**Wiring by layer**

Drawn at 8 px/um. Two of the layers only.
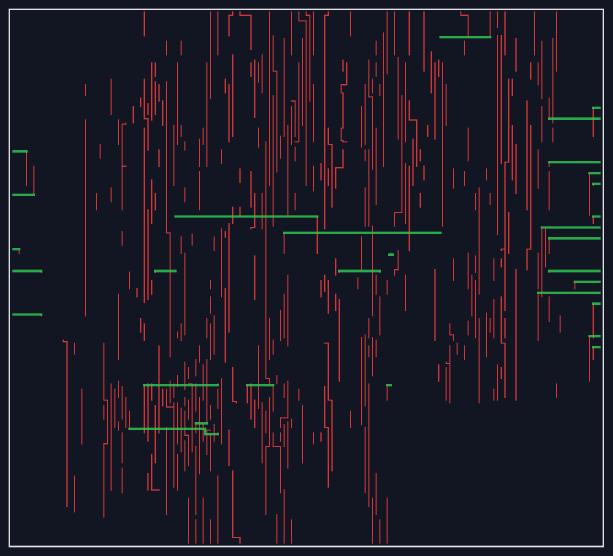
**Cell density map**

Drawn at 4 px/um. The die is cut into 7 by 7 equal tiles; white is low, dark blue is high, 0 to 100% covered.
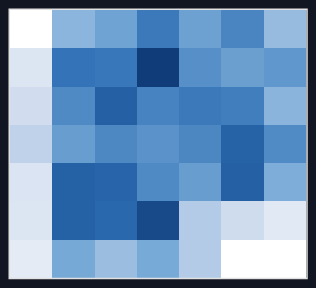
**Floorplan with the power grid**

Drawn at 6 px/um. Pins as bars on the die edge.
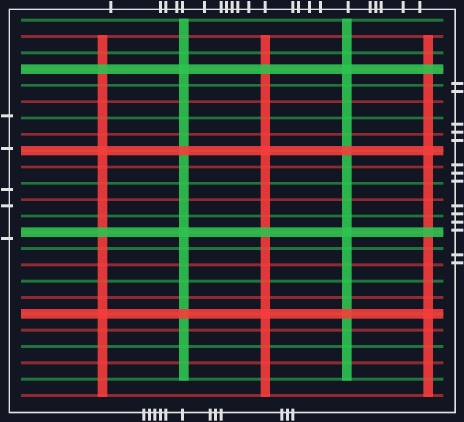
--- src/rtl/pipeline_dbg_pkg.sv ---
// Shared types and constants for the debug register-dump path.
// The optional framing (header + checksum) is enabled with REG_DUMP_FRAME_EN.
package pipeline_dbg_pkg;

    localparam int unsigned DEF_NUM_REGS      = 32;
    localparam int unsigned DEF_BYTES_PER_REG = 4;
    localparam logic [7:0]  FRAME_HDR         = 8'hA5;

    typedef enum logic [2:0] {
        StIdle,
        StLatch,
        StSend,
        StDone,
        StHdr,
        StCsum
    } dump_state_e;

    // Byte that leaves the word first in the chosen order.
    function automatic logic [7:0] lead_byte(input logic [31:0] w, input bit msb_first);
        return msb_first ? w[31:24] : w[7:0];
    endfunction

    function automatic logic [31:0] shift_out(input logic [31:0] w, input bit msb_first);
        return msb_first ? {w[23:0], 8'h00} : {8'h00, w[31:8]};
    endfunction

endpackage

--- src/rtl/byte_serializer.sv ---
// Registered valid/ready byte source: loads a 32-bit word (or one single byte)
// and steps it out byte by byte, flagging acceptance of the final byte.
module byte_serializer
    import pipeline_dbg_pkg::*;
#(
    parameter int unsigned BYTES_PER_REG = DEF_BYTES_PER_REG,
    parameter bit          MSB_FIRST     = 1'b1
) (
    input  logic        clk,
    input  logic        rst_n,
    input  logic        load,
    input  logic        load_single,
    input  logic [31:0] word,
    input  logic [7:0]  single_byte,
    input  logic        tx_ready,
    output logic [7:0]  tx_data,
    output logic        tx_valid,
    output logic        last_accept
);

    localparam int unsigned CW = (BYTES_PER_REG > 1) ? $clog2(BYTES_PER_REG) : 1;
    localparam logic [CW-1:0] LAST = CW'(BYTES_PER_REG - 1);

    logic [31:0]   shreg_q;
    logic [CW-1:0] cnt_q;

    assign last_accept = tx_valid && tx_ready && (cnt_q == LAST);

    always_ff @(posedge clk or negedge rst_n) begin
        if (!rst_n) begin
            shreg_q  <= '0;
            cnt_q    <= '0;
            tx_data  <= '0;
            tx_valid <= 1'b0;
        end else if (load) begin
            shreg_q  <= shift_out(word, MSB_FIRST);
            tx_data  <= lead_byte(word, MSB_FIRST);
            cnt_q    <= '0;
            tx_valid <= 1'b1;
        end else if (load_single) begin
            // A lone byte is treated as the last byte of its group.
            tx_data  <= single_byte;
            cnt_q    <= LAST;
            tx_valid <= 1'b1;
        end else if (tx_valid && tx_ready) begin
            if (cnt_q == LAST) begin
                tx_valid <= 1'b0;
            end else begin
                cnt_q   <= cnt_q + 1'b1;
                tx_data <= lead_byte(shreg_q, MSB_FIRST);
                shreg_q <= shift_out(shreg_q, MSB_FIRST);
            end
        end
    end

endmodule

--- src/rtl/reg_dump_tx.sv ---
// Walks the register file through reg_sel and streams every word as bytes, holding
// halt_req while busy. Define REG_DUMP_FRAME_EN for a 0xA5 header and XOR checksum byte.
module reg_dump_tx
    import pipeline_dbg_pkg::*;
#(
    parameter int unsigned NUM_REGS      = DEF_NUM_REGS,
    parameter int unsigned BYTES_PER_REG = DEF_BYTES_PER_REG,
    parameter bit          MSB_FIRST     = 1'b1
) (
    input  logic        clk,
    input  logic        rst_n,
    input  logic        start,
    output logic [4:0]  reg_sel,
    input  logic [31:0] reg_data,
    output logic [7:0]  tx_data,
    output logic        tx_valid,
    input  logic        tx_ready,
    output logic        busy,
    output logic        halt_req,
    output logic        done
);

    localparam logic [4:0] LAST_REG = 5'(NUM_REGS - 1);

    dump_state_e state_q, state_d;
    logic [4:0]  sel_d;
    logic        armed_q;
    logic        load;
    logic        load_single;
    logic [7:0]  single_byte;
    logic        last_accept;
`ifdef REG_DUMP_FRAME_EN
    logic [7:0]  csum_q, csum_d;
`endif

    byte_serializer #(
        .BYTES_PER_REG (BYTES_PER_REG),
        .MSB_FIRST     (MSB_FIRST)
    ) u_ser (
        .clk         (clk),
        .rst_n       (rst_n),
        .load        (load),
        .load_single (load_single),
        .word        (reg_data),
        .single_byte (single_byte),
        .tx_ready    (tx_ready),
        .tx_data     (tx_data),
        .tx_valid    (tx_valid),
        .last_accept (last_accept)
    );

    // armed_q masks a start that coincides with the first edge after reset release.
    always_ff @(posedge clk or negedge rst_n) begin
        if (!rst_n) begin
            state_q <= StIdle;
            reg_sel <= '0;
            armed_q <= 1'b0;
        end else begin
            state_q <= state_d;
            reg_sel <= sel_d;
            armed_q <= 1'b1;
        end
    end

`ifdef REG_DUMP_FRAME_EN
    always_ff @(posedge clk or negedge rst_n) begin
        if (!rst_n) begin
            csum_q <= '0;
        end else begin
            csum_q <= csum_d;
        end
    end
`endif

    always_comb begin
        state_d     = state_q;
        sel_d       = reg_sel;
        load        = 1'b0;
        load_single = 1'b0;
        single_byte = '0;
`ifdef REG_DUMP_FRAME_EN
        csum_d      = csum_q;
`endif
        case (state_q)
            StIdle: begin
                if (start && armed_q) begin
                    sel_d = '0;
`ifdef REG_DUMP_FRAME_EN
                    csum_d      = '0;
                    load_single = 1'b1;
                    single_byte = FRAME_HDR;
                    state_d     = StHdr;
`else
                    state_d     = StLatch;
`endif
                end
            end
            StLatch: begin
                load    = 1'b1;
                state_d = StSend;
            end
            StSend: begin
`ifdef REG_DUMP_FRAME_EN
                if (tx_valid && tx_ready) csum_d = csum_q ^ tx_data;
`endif
                if (last_accept) begin
                    if (reg_sel == LAST_REG) begin
`ifdef REG_DUMP_FRAME_EN
                        // csum_d already folds in the byte accepted this cycle.
                        load_single = 1'b1;
                        single_byte = csum_d;
                        state_d     = StCsum;
`else
                        state_d     = StDone;
`endif
                    end else begin
                        sel_d   = reg_sel + 5'd1;
                        state_d = StLatch;
                    end
                end
            end
`ifdef REG_DUMP_FRAME_EN
            StHdr: begin
                if (last_accept) state_d = StLatch;
            end
            StCsum: begin
                if (last_accept) state_d = StDone;
            end
`endif
            StDone: state_d = StIdle;
            default: state_d = StIdle;
        endcase
    end

    assign busy     = (state_q != StIdle);
    assign halt_req = busy;
    assign done     = (state_q == StDone);

endmodule

--- config.mk ---
export PLATFORM = sky130hd
export DESIGN_NAME = reg_dump_tx
export DESIGN_NICKNAME = d
export VERILOG_FILES = /design/src/rtl/pipeline_dbg_pkg.sv /design/src/rtl/byte_serializer.sv /design/src/rtl/reg_dump_tx.sv
export SDC_FILE = /design/constraint.sdc
export NUM_CORES = 1
export LEC_CHECK = 0
export CORE_ASPECT_RATIO = 0.9
export CORE_MARGIN = 1.5
export CORE_UTILIZATION = 45
export CTS_CLUSTER_SIZE = 40
export DETAILED_ROUTE_END_ITERATION = 12
export GPL_ROUTABILITY_DRIVEN = 0
export HOLD_SLACK_MARGIN = 0.06
export PLACE_DENSITY = 0.77
export SETUP_SLACK_MARGIN = 0.02
export SLEW_MARGIN = 20
export SYNTH_ARGS = -nofsm -noshare
export SYNTH_HDL_FRONTEND = slang
export SYNTH_SLANG_ARGS = --single-unit
--- constraint.sdc ---
create_clock -name clk -period 2.4 [get_ports clk]
set_input_delay 0.48 -clock clk [delete_from_list [all_inputs] [get_ports clk]]
set_output_delay 0.48 -clock clk [all_outputs]
set_load 0.005 [all_outputs]
==> results.py <==
# Metrics from the implementation run
metrics = {
    "finish": {
        "layout.nets": 281,
        "clkbuf_count": 7,
        "num-nonclk-inverters": 1,
        "area_growth_pct": 28.6,
        "flops": 43,
        "comb_share": 0.320,
        "layout-drive-gt1-share": 0.0658,
        "clock_area_frac": 0.0309,
        "bufAreaShareNonClock": 0.209,
        "area.sequential_um2": 1080,
        "comb_cells": 136,
        "seq_area_frac": 0.409,
    },
    "logic_synthesis": {
        "ys_area_um2": 2050,
        "netlist_area_um2": 2050,
        "synth_top_flop_cell": "dfrtp_1",
        "avgSynthCellArea_um2": 10.6,
        "ys_ff": 43,
        "mux_area_frac": 0.130,
        "seq_area_frac_synth": 0.526,
        "yosys-top-cells-count": "43 x dfrtp_1, 43 x nand2_1, 25 x mux2i_1",
        "ys_cells": 193,
    },
    "pwr": {
        "comb_power_share": 0.060,
        "pg_seq_w": 0.000725,
        "power_frac_seq": 0.589,
        "switching_share": 0.203,
        "pwr-share-clk": 0.350,
    },
    "routing": {
        "route.layer.met1.wl_um": 1900,
        "wl_met3_um": 138,
    },
    "setup_path": {
        "r2r-start": "reg_sel[0]",
        "cp-start-kind": "flop",
        "crit_family": "simple AND/OR/NAND/NOR gates",
        "path_max_fanout": 7,
    },
    "run_status": {
        "status": "finished clean",
    },
    "cts": {
        "tritoncts": "yes",
        "clk_path_buf_depth": 2,
        "cts_buffers": 5,
    },
    "grt": {
        "antenna_found_initial": 0,
        "use_met2": 0.270,
        "grt_first_pass_wirelength_um": 6510,
    },
    "floorplan": {
        "taps": 62,
    },
    "placed_design": {
        "port_buffers": 52,
    },
    "timing": {
        "fin_crit_ps": 2010,
    },
}
Notes on 'wiring by layer' above:
| layer | color | wire length |
|---|---|---|
| met2 | red | 1890 um |
| met3 | green | 138 um |
GRT Overall Usage: 0.171
Routed WL per cell: 13.0 um
vias: 1544
Post-Route WL: 3970 um

Notes on 'cell density map' above:
nearly empty tiles: 6.1%
emptiest ninth of the die: south-east
tiles over 75% full: 18%
fullest tile: 95%
floorplan core density: 0.465
Core Region: 4400 um2
post-layout util: 0.598

Notes on 'floorplan with the power grid' above:
| net | color |
|---|---|
| VDD | green |
| VSS | red |
signal pins: 53
met4 straps: 5
met1 rails: 24
Max IR drop VDD: 261 uV
Die H: 67.0 um
Die X: 74.1 um

Power figures rest on the tool's default switching activity, not on a simulated workload.
